[src/rtl/collision_scanner_if.sv]
`default_nettype none
// ============================================================================
//  Module   : collision_scanner_if
//  Purpose  : Event channel from the collision scanner to the entity
//             managers. One event is transferred when event_valid and
//             event_ready are both high on a rising clock edge.
//  Ports    : event_valid    - event pending (scanner -> consumer)
//             event_ready    - consumer accepts event (consumer -> scanner)
//             event_type     - 0=SHIP_HIT, 1=SHOT_ASTEROID, 2=SHOT_OOB
//             event_ast_idx  - asteroid slot index (0 if unused)
//             event_shot_idx - shot slot index (0 if unused)
//  Revision : 1.0 - initial release
// ============================================================================
interface collision_scanner_if #(
   parameter int AW = 2,
   parameter int SW = 2
);
   logic          event_valid;
   logic          event_ready;
   logic [1:0]    event_type;
   logic [AW-1:0] event_ast_idx;
   logic [SW-1:0] event_shot_idx;

   modport master (
      output event_valid,
      output event_type,
      output event_ast_idx,
      output event_shot_idx,
      input  event_ready
   );

   modport slave (
      input  event_valid,
      input  event_type,
      input  event_ast_idx,
      input  event_shot_idx,
      output event_ready
   );
endinterface
`default_nettype wire

[src/rtl/collision_scanner.sv]
`default_nettype none
// ============================================================================
//  Module   : collision_scanner
//  Purpose  : Sequential per-frame collision engine. On start it snapshots
//             the ship, asteroid and shot entities, then performs one check
//             per cycle: ship-vs-asteroid, asteroid-vs-shot (asteroid outer,
//             shot inner) and shot-vs-screen. Each hit is emitted as one
//             event on a valid/ready channel and the scan waits for it.
//  Ports    : clk        - clock
//             reset      - synchronous active-high reset
//             start      - one-cycle scan request, ignored while busy
//             ship       - ship entity word
//             asteroids  - packed asteroid entities, slot 0 in the LSBs
//             shots      - packed shot entities, slot 0 in the LSBs
//             busy       - scan in progress (including event stalls)
//             done       - one-cycle pulse at scan end
//             ev         - event channel (master side)
//  Revision : 1.0 - initial release
// ============================================================================
module collision_scanner #(
   parameter int MAX_ASTEROIDS = 3,
   parameter int MAX_SHOTS     = 3,
   parameter int ENTITY_SIZE   = 34,
   parameter int X_LSB         = 6,
   parameter int Y_LSB         = 16,
   parameter int SHIP_W        = 22,
   parameter int SHIP_H        = 22,
   parameter int AST_W         = 22,
   parameter int AST_H         = 22,
   parameter int SHOT_W        = 2,
   parameter int SHOT_H        = 2,
   parameter int SCREEN_W      = 320,
   parameter int SCREEN_H      = 240
) (
   input  wire logic                                 clk,
   input  wire logic                                 reset,
   input  wire logic                                 start,
   input  wire logic [ENTITY_SIZE-1:0]               ship,
   input  wire logic [MAX_ASTEROIDS*ENTITY_SIZE-1:0] asteroids,
   input  wire logic [MAX_SHOTS*ENTITY_SIZE-1:0]     shots,
   output logic                                      busy,
   output logic                                      done,
   collision_scanner_if.master                       ev
);

   localparam int AW = (MAX_ASTEROIDS > 1) ? $clog2(MAX_ASTEROIDS) : 1;
   localparam int SW = (MAX_SHOTS > 1) ? $clog2(MAX_SHOTS) : 1;

   localparam logic [2:0] S_IDLE     = 3'd0;
   localparam logic [2:0] S_SHIP_CHK = 3'd1;
   localparam logic [2:0] S_PAIR_CHK = 3'd2;
   localparam logic [2:0] S_OOB_CHK  = 3'd3;
   localparam logic [2:0] S_EMIT     = 3'd4;
   localparam logic [2:0] S_DONE     = 3'd5;

   localparam logic [1:0] c_EV_SHIP_HIT      = 2'd0;
   localparam logic [1:0] c_EV_SHOT_ASTEROID = 2'd1;
   localparam logic [1:0] c_EV_SHOT_OOB      = 2'd2;

   localparam logic [10:0] c_SHIP_W   = 11'(SHIP_W);
   localparam logic [10:0] c_SHIP_H   = 11'(SHIP_H);
   localparam logic [10:0] c_AST_W    = 11'(AST_W);
   localparam logic [10:0] c_AST_H    = 11'(AST_H);
   localparam logic [10:0] c_SHOT_W   = 11'(SHOT_W);
   localparam logic [10:0] c_SHOT_H   = 11'(SHOT_H);
   localparam logic [10:0] c_SCREEN_W = 11'(SCREEN_W);
   localparam logic [10:0] c_SCREEN_H = 11'(SCREEN_H);

   localparam logic [AW-1:0] c_A_LAST = AW'(MAX_ASTEROIDS - 1);
   localparam logic [SW-1:0] c_S_LAST = SW'(MAX_SHOTS - 1);

   // AABB overlap; all sums widened to 11 bits so nothing wraps.
   function automatic logic f_overlap(
      input logic [9:0]  ax, ay,
      input logic [10:0] aw, ah,
      input logic [9:0]  bx, by,
      input logic [10:0] bw, bh
   );
      return ({1'b0, ax} < ({1'b0, bx} + bw)) &&
             ({1'b0, bx} < ({1'b0, ax} + aw)) &&
             ({1'b0, ay} < ({1'b0, by} + bh)) &&
             ({1'b0, by} < ({1'b0, ay} + ah));
   endfunction

   // ---------------------------------------------------------------- fields
   logic                     w_ast_in_act [MAX_ASTEROIDS];
   logic [9:0]               w_ast_in_x   [MAX_ASTEROIDS];
   logic [9:0]               w_ast_in_y   [MAX_ASTEROIDS];
   logic                     w_shot_in_act[MAX_SHOTS];
   logic [9:0]               w_shot_in_x  [MAX_SHOTS];
   logic [9:0]               w_shot_in_y  [MAX_SHOTS];

   for (genvar gi = 0; gi < MAX_ASTEROIDS; gi++) begin : g_ast_fields
      assign w_ast_in_act[gi] = asteroids[gi*ENTITY_SIZE + ENTITY_SIZE - 1];
      assign w_ast_in_x[gi]   = asteroids[gi*ENTITY_SIZE + X_LSB +: 10];
      assign w_ast_in_y[gi]   = asteroids[gi*ENTITY_SIZE + Y_LSB +: 10];
   end

   for (genvar gi = 0; gi < MAX_SHOTS; gi++) begin : g_shot_fields
      assign w_shot_in_act[gi] = shots[gi*ENTITY_SIZE + ENTITY_SIZE - 1];
      assign w_shot_in_x[gi]   = shots[gi*ENTITY_SIZE + X_LSB +: 10];
      assign w_shot_in_y[gi]   = shots[gi*ENTITY_SIZE + Y_LSB +: 10];
   end

   // Entity words carry bits this block never looks at; fold them here so
   // they are visibly consumed.
   logic w_unused_bits;
   assign w_unused_bits = ^{ship, asteroids, shots};

   // ---------------------------------------------------------------- state
   logic [2:0]               r_state;
   logic [2:0]               w_next;
   logic [2:0]               r_ret_state;   // check state to resume after EMIT
   logic [AW-1:0]            r_a;
   logic [SW-1:0]            r_s;

   logic                     r_ship_act;
   logic [9:0]               r_ship_x;
   logic [9:0]               r_ship_y;
   logic [MAX_ASTEROIDS-1:0] r_ast_act;
   logic [9:0]               r_ast_x [MAX_ASTEROIDS];
   logic [9:0]               r_ast_y [MAX_ASTEROIDS];
   logic [MAX_SHOTS-1:0]     r_shot_act;
   logic [9:0]               r_shot_x[MAX_SHOTS];
   logic [9:0]               r_shot_y[MAX_SHOTS];

   logic                     r_ship_hit;
   logic [MAX_ASTEROIDS-1:0] r_ast_hit;
   logic [MAX_SHOTS-1:0]     r_shot_hit;

   logic [1:0]               r_ev_type;
   logic [AW-1:0]            r_ev_ast;
   logic [SW-1:0]            r_ev_shot;

   // ---------------------------------------------------------------- current pair
   logic                     w_cur_ast_act;
   logic [9:0]               w_cur_ast_x;
   logic [9:0]               w_cur_ast_y;
   logic                     w_cur_shot_act;
   logic [9:0]               w_cur_shot_x;
   logic [9:0]               w_cur_shot_y;

   assign w_cur_ast_act  = r_ast_act[r_a];
   assign w_cur_ast_x    = r_ast_x[r_a];
   assign w_cur_ast_y    = r_ast_y[r_a];
   assign w_cur_shot_act = r_shot_act[r_s];
   assign w_cur_shot_x   = r_shot_x[r_s];
   assign w_cur_shot_y   = r_shot_y[r_s];

   // ---------------------------------------------------------------- hit detect
   logic       w_hit;
   logic [1:0] w_hit_type;

   always_comb begin
      w_hit      = 1'b0;
      w_hit_type = c_EV_SHIP_HIT;
      case (r_state)
         S_SHIP_CHK: begin
            w_hit_type = c_EV_SHIP_HIT;
            w_hit      = r_ship_act && !r_ship_hit && w_cur_ast_act &&
                         f_overlap(r_ship_x, r_ship_y, c_SHIP_W, c_SHIP_H,
                                   w_cur_ast_x, w_cur_ast_y, c_AST_W, c_AST_H);
         end
         S_PAIR_CHK: begin
            w_hit_type = c_EV_SHOT_ASTEROID;
            w_hit      = w_cur_ast_act && !r_ast_hit[r_a] &&
                         w_cur_shot_act && !r_shot_hit[r_s] &&
                         f_overlap(w_cur_ast_x, w_cur_ast_y, c_AST_W, c_AST_H,
                                   w_cur_shot_x, w_cur_shot_y, c_SHOT_W, c_SHOT_H);
         end
         S_OOB_CHK: begin
            w_hit_type = c_EV_SHOT_OOB;
            w_hit      = w_cur_shot_act && !r_shot_hit[r_s] &&
                         (({1'b0, w_cur_shot_x} >= c_SCREEN_W) ||
                          ({1'b0, w_cur_shot_y} >= c_SCREEN_H));
         end
         default: ;
      endcase
   end

   // ---------------------------------------------------------------- index advance
   // The step after a check is the same whether it happens straight away
   // (no hit) or after the event is accepted, so it is computed from the
   // originating check state in both cases.
   logic [2:0]    w_ctx;
   logic [2:0]    w_adv_state;
   logic [AW-1:0] w_adv_a;
   logic [SW-1:0] w_adv_s;

   always_comb begin
      w_ctx       = (r_state == S_EMIT) ? r_ret_state : r_state;
      w_adv_state = w_ctx;
      w_adv_a     = r_a;
      w_adv_s     = r_s;
      case (w_ctx)
         S_SHIP_CHK: begin
            if (r_a == c_A_LAST) begin
               w_adv_state = S_PAIR_CHK;
               w_adv_a     = '0;
               w_adv_s     = '0;
            end else begin
               w_adv_a = r_a + 1'b1;
            end
         end
         S_PAIR_CHK: begin
            if (r_s == c_S_LAST) begin
               w_adv_s = '0;
               if (r_a == c_A_LAST) begin
                  w_adv_state = S_OOB_CHK;
                  w_adv_a     = '0;
               end else begin
                  w_adv_a = r_a + 1'b1;
               end
            end else begin
               w_adv_s = r_s + 1'b1;
            end
         end
         S_OOB_CHK: begin
            if (r_s == c_S_LAST) begin
               w_adv_state = S_DONE;
               w_adv_s     = '0;
            end else begin
               w_adv_s = r_s + 1'b1;
            end
         end
         default: ;
      endcase
   end

   // ---------------------------------------------------------------- FSM: state register
   always_ff @(posedge clk) begin
      if (reset) begin
         r_state <= S_IDLE;
      end else begin
         r_state <= w_next;
      end
   end

   // ---------------------------------------------------------------- FSM: next state
   always_comb begin
      w_next = r_state;
      case (r_state)
         S_IDLE:     if (start) w_next = S_SHIP_CHK;
         S_SHIP_CHK,
         S_PAIR_CHK,
         S_OOB_CHK:  w_next = w_hit ? S_EMIT : w_adv_state;
         S_EMIT:     if (ev.event_ready) w_next = w_adv_state;
         S_DONE:     w_next = S_IDLE;
         default:    w_next = S_IDLE;
      endcase
   end

   // ---------------------------------------------------------------- FSM: outputs
   always_comb begin
      busy           = (r_state != S_IDLE);
      done           = (r_state == S_DONE);
      ev.event_valid = (r_state == S_EMIT);
   end

   assign ev.event_type     = r_ev_type;
   assign ev.event_ast_idx  = r_ev_ast;
   assign ev.event_shot_idx = r_ev_shot;

   // ---------------------------------------------------------------- datapath
   always_ff @(posedge clk) begin
      if (reset) begin
         r_ret_state <= S_IDLE;
         r_a         <= '0;
         r_s         <= '0;
         r_ship_act  <= 1'b0;
         r_ship_x    <= '0;
         r_ship_y    <= '0;
         r_ast_act   <= '0;
         r_shot_act  <= '0;
         for (int i = 0; i < MAX_ASTEROIDS; i++) begin
            r_ast_x[i] <= '0;
            r_ast_y[i] <= '0;
         end
         for (int i = 0; i < MAX_SHOTS; i++) begin
            r_shot_x[i] <= '0;
            r_shot_y[i] <= '0;
         end
         r_ship_hit  <= 1'b0;
         r_ast_hit   <= '0;
         r_shot_hit  <= '0;
         r_ev_type   <= '0;
         r_ev_ast    <= '0;
         r_ev_shot   <= '0;
      end else begin
         case (r_state)
            S_IDLE: begin
               if (start) begin
                  r_ship_act <= ship[ENTITY_SIZE-1];
                  r_ship_x   <= ship[X_LSB +: 10];
                  r_ship_y   <= ship[Y_LSB +: 10];
                  for (int i = 0; i < MAX_ASTEROIDS; i++) begin
                     r_ast_act[i] <= w_ast_in_act[i];
                     r_ast_x[i]   <= w_ast_in_x[i];
                     r_ast_y[i]   <= w_ast_in_y[i];
                  end
                  for (int i = 0; i < MAX_SHOTS; i++) begin
                     r_shot_act[i] <= w_shot_in_act[i];
                     r_shot_x[i]   <= w_shot_in_x[i];
                     r_shot_y[i]   <= w_shot_in_y[i];
                  end
                  r_ship_hit <= 1'b0;
                  r_ast_hit  <= '0;
                  r_shot_hit <= '0;
                  r_a        <= '0;
                  r_s        <= '0;
               end
            end
            S_SHIP_CHK,
            S_PAIR_CHK,
            S_OOB_CHK: begin
               if (w_hit) begin
                  // Indices stay put; they are advanced when the event is taken.
                  r_ret_state <= r_state;
                  r_ev_type   <= w_hit_type;
                  r_ev_ast    <= (r_state == S_OOB_CHK)  ? '0 : r_a;
                  r_ev_shot   <= (r_state == S_SHIP_CHK) ? '0 : r_s;
                  if (r_state == S_SHIP_CHK) begin
                     r_ship_hit <= 1'b1;
                  end
                  if (r_state == S_PAIR_CHK) begin
                     r_ast_hit[r_a]  <= 1'b1;
                     r_shot_hit[r_s] <= 1'b1;
                  end
               end else begin
                  r_a <= w_adv_a;
                  r_s <= w_adv_s;
               end
            end
            S_EMIT: begin
               if (ev.event_ready) begin
                  r_a <= w_adv_a;
                  r_s <= w_adv_s;
               end
            end
            default: ;
         endcase
      end
   end

endmodule
`default_nettype wire

[src/flat_wrapper.sv]
// flat-port wrapper written by rule: the top's interface ports become plain ports
module collision_scanner_flat 
#(
   parameter int MAX_ASTEROIDS = 3,
   parameter int MAX_SHOTS     = 3,
   parameter int ENTITY_SIZE   = 34,
   parameter int X_LSB         = 6,
   parameter int Y_LSB         = 16,
   parameter int SHIP_W        = 22,
   parameter int SHIP_H        = 22,
   parameter int AST_W         = 22,
   parameter int AST_H         = 22,
   parameter int SHOT_W        = 2,
   parameter int SHOT_H        = 2,
   parameter int SCREEN_W      = 320,
   parameter int SCREEN_H      = 240
)
  (clk, reset, start, ship, asteroids, shots, busy, done, ev_event_valid, ev_event_type, ev_event_ast_idx, ev_event_shot_idx, ev_event_ready);
  collision_scanner_if ev_i ();
  input  wire logic clk;
  input  wire logic reset;
  input  wire logic start;
  input  wire logic [ENTITY_SIZE-1:0] ship;
  input  wire logic [MAX_ASTEROIDS*ENTITY_SIZE-1:0] asteroids;
  input  wire logic [MAX_SHOTS*ENTITY_SIZE-1:0] shots;
  output logic busy;
  output logic done;
  output wire logic [$bits(ev_i.event_valid)-1:0] ev_event_valid;
  output wire logic [$bits(ev_i.event_type)-1:0] ev_event_type;
  output wire logic [$bits(ev_i.event_ast_idx)-1:0] ev_event_ast_idx;
  output wire logic [$bits(ev_i.event_shot_idx)-1:0] ev_event_shot_idx;
  input wire logic [$bits(ev_i.event_ready)-1:0] ev_event_ready;
  assign ev_event_valid = ev_i.event_valid;
  assign ev_event_type = ev_i.event_type;
  assign ev_event_ast_idx = ev_i.event_ast_idx;
  assign ev_event_shot_idx = ev_i.event_shot_idx;
  assign ev_i.event_ready = ev_event_ready;
  collision_scanner #(.MAX_ASTEROIDS(MAX_ASTEROIDS), .MAX_SHOTS(MAX_SHOTS), .ENTITY_SIZE(ENTITY_SIZE), .X_LSB(X_LSB), .Y_LSB(Y_LSB), .SHIP_W(SHIP_W), .SHIP_H(SHIP_H), .AST_W(AST_W), .AST_H(AST_H), .SHOT_W(SHOT_W), .SHOT_H(SHOT_H), .SCREEN_W(SCREEN_W), .SCREEN_H(SCREEN_H)) u_core (.clk(clk), .reset(reset), .start(start), .ship(ship), .asteroids(asteroids), .shots(shots), .busy(busy), .done(done), .ev(ev_i));
endmodule
[config.mk]
export PLATFORM = sky130hd
export DESIGN_NAME = collision_scanner_flat
export DESIGN_NICKNAME = d
export VERILOG_FILES = /design/src/rtl/collision_scanner_if.sv /design/src/rtl/collision_scanner.sv /design/src/flat_wrapper.sv
export SDC_FILE = /design/constraint.sdc
export NUM_CORES = 1
export LEC_CHECK = 0
export CELL_PAD_IN_SITES_DETAIL_PLACEMENT = 0
export CELL_PAD_IN_SITES_GLOBAL_PLACEMENT = 1
export CORE_AREA = 2 2 165 167
export CTS_BUF_LIST = sky130_fd_sc_hd__clkbuf_2 sky130_fd_sc_hd__clkbuf_4 sky130_fd_sc_hd__clkbuf_8
export DETAILED_ROUTE_END_ITERATION = 16
export DIE_AREA = 0 0 167 169
export PLACE_DENSITY = 0.82
export SETUP_SLACK_MARGIN = 0.5
export SKIP_LAST_GASP = 1
export SYNTH_ARGS = -nofsm -noshare
export SYNTH_HDL_FRONTEND = slang
export SYNTH_SLANG_ARGS = --single-unit
[constraint.sdc]
create_clock -name clk -period 5.1 [get_ports clk]
set_clock_uncertainty 0.2 [all_clocks]
set_input_delay 0.51 -clock clk [delete_from_list [all_inputs] [get_ports clk]]
set_output_delay 0.51 -clock clk [all_outputs]
set_load 0.05 [all_outputs]
Fig. 1: run 1, clock wires, drivers and flops
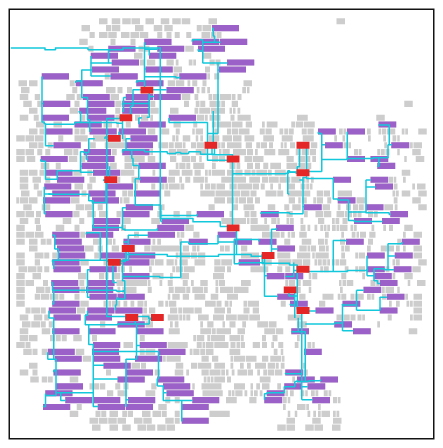
[red] cells driving clock nets | count: 17
[purple] flip-flops | count: 174
[cyan] clock wires | length: 2250 um
flops lie: widely spread

Fig. 2: run 1, placed standard cells
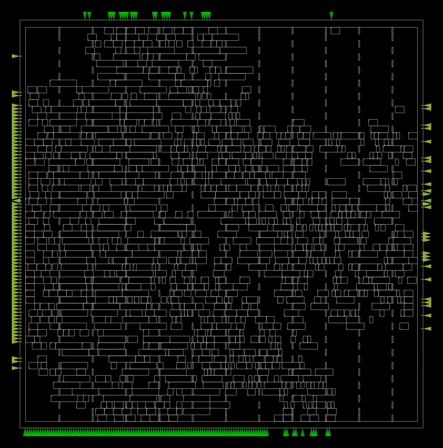
core area: 26500 sq um
Fill cells: 2428
Taps Inserted: 341
Seq area share: 36.44%

==> reports/qor.csv, run 1 <==
stage,metric,value,unit
drt,DR WL met2,11.02,mm
worst_setup_path,WP data arrival,4.79,ns
clock_tree,"Reg clk slew, reported paths",0.11,ns
run_status,outcome,completed,
die,Die Wd,167,um
logic_synthesis,# Cells Yosys,996,
worst_setup_path,Critical Path RT,5.31,ns
placed_design,Post-DP HPWL,18.39,mm
cells_and_area,Finished Core Util,48.57,%
placed_design,# port buffers,159,
logic_synthesis,"Seq share, synth",46.30,%
worst_setup_path,cell mode on critical path,ha_2,
drt,post-route DRC violation count,0,
logic_synthesis,count of library flops with an enable pin,120,
cells_and_area,Non-clk bufs,198,
timing,fin. max-slew vios,0,
logic_synthesis,area reported by Yosys stat,10120,sq um
drt,DR top layer,met4,
logic_synthesis,Yosys Warn Count,0,
cells_and_area,Non-clk invs,35,
power,total power,4.404,mW
clock_tree,Root Driver,clkbuf_8,
logic_synthesis,Cell Type Count,66,
timing,RSZ-0062 raised after global routing,true,
timing,post-layout period usage,89.84,%
drt,drt wl/cell,16.87,um
timing,final hold vios,0,
placed_design,pre-CTS WS,0.3307,ns
logic_synthesis,Netlist Area Pre-Place,10120,sq um
logic_synthesis,post-synthesis cell count,996,
drt,WL final,25.49,mm
power,Max VDD drop,0.0001577,V
global_route,M3 GR Usage,2.993,%
timing,setup violators final,0,
timing,Rel. slew slack,19.83,%
logic_synthesis,Max-area cell share,35.61,%
cells_and_area,Final nets,1471,
Fig. 3: run 1, selected gate families
The bar under the picture is 50 um long.
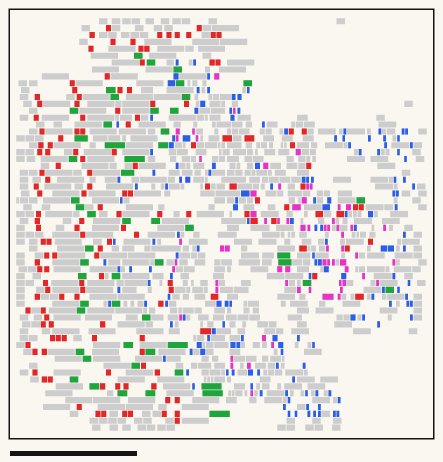
[green] multiplexers | cells: 53
[red] AND and OR gates | cells: 149
[blue] NAND gates | cells: 160
[magenta] NOR gates | cells: 65
Commonest Layout Cell: clkdlybuf4s50_1
final non-filler cell total: 1511
combinational share of cell area: 40.80%

## run 1: synthesized netlist by cell type, drive strengths merged, types with 3 or more instances
master	n
mux2	11
inv	35
nand3	14
edfxtp	120
o21ai	49
a211oi	7
a21o	7
and2	9
or3	5
o21a	12
nor2	43
nor3	9
ha	72
nand4b	3
buf	12
and3	125
o211ai	11
nand4	9
mux2i	42
clkbuf	44
a31oi	12
a21oi	66
xnor2	23
o31ai	3
and4	4
a2111oi	5
nand2	124
dfxtp	54
nor3b	4
nor2b	8
xor2	17
nand2b	8
## run 1: where the power goes
| group | total [mW] | leakage [nW] | switching, mW | internal [mW] |
|---|---|---|---|---|
| logic | 1.59 | 3.27 | 0.888 | 0.703 |
| clock network | 0.990 | 0.209 | 0.612 | 0.378 |
| registers | 1.82 | 1.74 | 0.0914 | 1.73 |
| total | 4.40 | 5.21 | 1.59 | 2.81 |
## run 1: worst paths after layout
kind / end / slack [ns] / cells past startpoint
max: flip-flop / 0.52 / 16
min: u_core.ev.event_ast_idx[0] / 0.26 / 2
max reg2reg: flip-flop / 0.52 / 16
min reg2reg: u_core.ev.event_ast_idx[0] / 0.26 / 2
## run 1: logic make-up (layout without fill, tap and decap cells)
group	after synthesis	count (layout)	share of synthesized area, %
simple gates	374	374	19.15
fa+ha+maj	72	72	8.903
compound gates	192	192	12.42
buf+inv	91	265	4.068
flops	174	174	46.30
xor+xnor	40	40	3.462
mux	53	53	5.700
## run 1: what timing repair did
| action | in CTS | in global routing |
|---|---|---|
| setup endpoints to repair | 24 | 25 |
| pin swaps | 3 | 17 |
| gates cloned | 1 | 2 |
| setup buffers | 3 | 15 |
| resized | 7 | 44 |
==> inputs of run 2 (changes only) <==
--- a/config.mk
+++ b/config.mk
@@ -5,6 +5,7 @@
 export SDC_FILE = /design/constraint.sdc
 export NUM_CORES = 1
 export LEC_CHECK = 0
+export CAP_MARGIN = 20
 export CELL_PAD_IN_SITES_DETAIL_PLACEMENT = 0
 export CELL_PAD_IN_SITES_GLOBAL_PLACEMENT = 1
 export CORE_AREA = 2 2 165 167
@@ -14,6 +15,7 @@
 export PLACE_DENSITY = 0.82
 export SETUP_SLACK_MARGIN = 0.5
 export SKIP_LAST_GASP = 1
+export SLEW_MARGIN = 15
 export SYNTH_ARGS = -nofsm -noshare
 export SYNTH_HDL_FRONTEND = slang
 export SYNTH_SLANG_ARGS = --single-unit
==> constraint.sdc (replaced) <==
create_clock -name clk -period 5.1 [get_ports clk]
set_clock_uncertainty 0.2 [all_clocks]
set_input_delay 0.51 -clock clk [delete_from_list [all_inputs] [get_ports clk]]
set_output_delay 0.51 -clock clk [all_outputs]
set_load 0.1 [all_outputs]
Fig. 4: run 2, placed standard cells
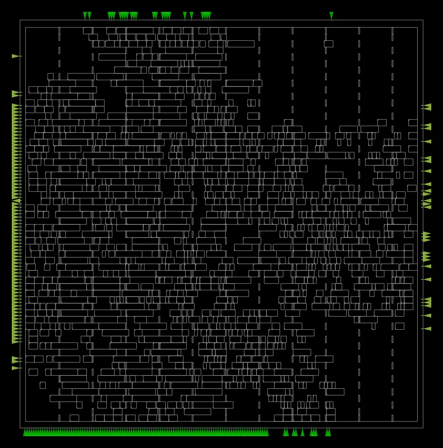
Seq area share: 36.35%
Rows: 60
final non-filler cell total: 1506
Fill cells: 2460
Finished Core Util: 48.69%

==> run 2 against run 1 <==
Effect of this change: count of clock-buffer cells in the layout unchanged; fmax increased by 2.0%; final cell count decreased by 0.33%; worst setup slack improved by 0.091 ns; register-to-register slack improved by 0.09 ns; non-clock buffer count decreased by 5; sequential cell count unchanged; die size unchanged; sequential power about the same; critical path depth unchanged; combinational power about the same.
==> reports/qor.csv, run 2 <==
stage,metric,value,unit
timing,RSZ-0062 raised after global routing,true,
drt,WL final,25.39,mm
logic_synthesis,post-synthesis cell count,996,
logic_synthesis,# Cells Yosys,996,
clock_tree,Root Driver,clkbuf_8,
placed_design,Post-DP HPWL,18.13,mm
logic_synthesis,mux contribution to synthesized area,5.701,%
logic_synthesis,Cell Type Count,66,
worst_setup_path,Critical Path RT,5.28,ns
logic_synthesis,Synth top cell by count,and3_1,
timing,Worst Tran Pin Value,0.9948,ns
drt,drt wl/cell,16.86,um
die,Die Wd,167,um
timing,final hold vios,0,
logic_synthesis,area reported by Yosys stat,10120,sq um
logic_synthesis,Netlist Area Pre-Place,10120,sq um
global_route,GRT overflow,0,
global_route,largest net degree at the start of global routing,124,
timing,post-layout period usage,88.06,%
logic_synthesis,aoi share,12.41,%
timing,Rel. slew slack,33.68,%
cells_and_area,Final nets,1466,
worst_setup_path,reg2reg path depth,16,
logic_synthesis,simple share,19.15,%
logic_synthesis,count of library flops with an enable pin,120,
die,core area,26500,sq um
logic_synthesis,commonest cells in the netlist,"and3_1, nand2_1, edfxtp_1",
worst_setup_path,WP data arrival,4.68,ns
clock_tree,postcts setup bufs,3,
run_status,outcome,completed,
clock_tree,Resized cells post-CTS,6,
power,Max VDD drop,0.0002396,V
min_path,worst hold endpoint,u_core.ev.event_ast_idx[1],
drt,post-route DRC violation count,0,
global_route,GRT Total Usage,17.76,%
logic_synthesis,Yosys Warn Count,0,
worst_setup_path,R2R setup slack,0.61,ns
logic_synthesis,"Seq share, synth",46.30,%
logic_synthesis,Max-area cell share,35.61,%
logic_synthesis,area fraction in xor and xnor cells,3.462,%
min_path,Hold Path Depth,2,
placed_design,# port buffers,159,
clock_tree,"Reg clk slew, reported paths",0.10,ns
Fig. 5: run 2, clock wires, drivers and flops
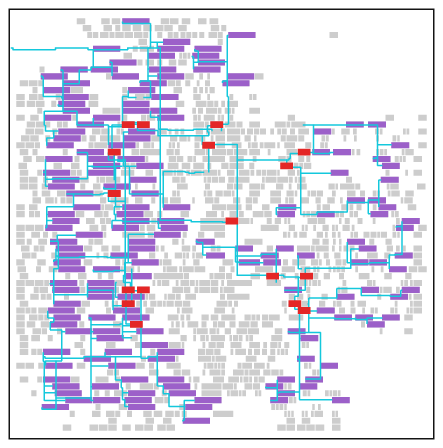
[red] cells driving clock nets | count: 17
[purple] flip-flops | count: 174
[cyan] clock wires | length: 2170 um
routed clock nets: 18
flops lie: widely spread

[run 2: cell counts after synthesis]
Identical to the previous run, type by type.
[run 2: through the flow]
step	area (sq um)	hold slack, ns	cells	setup WS (ns)
3_3_place_gp	12030	0.2365	1455	0.4524
5_1_grt	12900	0.2824	1506	0.3866
3_5_place_dp	12030	0.2444	1455	0.3806
2_1_floorplan	10120	0.2234	996	0.8819
6_report	12900	0.2614	1506	0.6091
4_1_cts	12510	0.2592	1491	0.5014
[run 2: logic make-up after synthesis]
logic type / count (synthesis)
buf+inv: 91
flops: 174
fa+ha+maj: 72
mux: 53
xor+xnor: 40
simple gates: 374
compound gates: 192
[run 2: report_power, final]
part | internal, mW | switching [mW]
registers | 1.73 | 0.0925
clock network | 0.379 | 0.606
logic | 0.710 | 0.892
total | 2.82 | 1.59
[run 2: worst max path at each step]
stage / start / to / cells past startpoint
final: flip-flop / flip-flop / 16
after global routing: flip-flop / flip-flop / 16
after CTS: flip-flop / flip-flop / 17
after detailed placement: flip-flop / flip-flop / 17
after global placement: flip-flop / flip-flop / 17
after floorplan: u_core.r_state[2] / u_core.r_ast_x[0][0] / 5
[run 2: area by class of cell]
| class | count | area [sq um] |
|---|---|---|
| fillers | 2460 | 13600 |
| multi-input cells | 731 | 5291 |
| flip-flops and latches | 174 | 4691 |
| repair buffers | 193 | 1943 |
| well taps | 341 | 426.7 |
| clock buffers | 17 | 234.0 |
| clock inverters | 15 | 183.9 |
| inverters | 35 | 133.9 |
[run 2: routing by layer]
| layer | track usage, % | vias up | wire, um |
|---|---|---|---|
| met1 | 26.33 | 3680 | 12720 |
| met5 | 0 | - | 0 |
| met4 | 4.723 | 0 | 310 |
| met3 | 3.156 | 20 | 1300 |
| li1 | - | 3959 | - |
| met2 | 26.70 | 204 | 11060 |
Power is estimated from default activity; no workload was simulated.
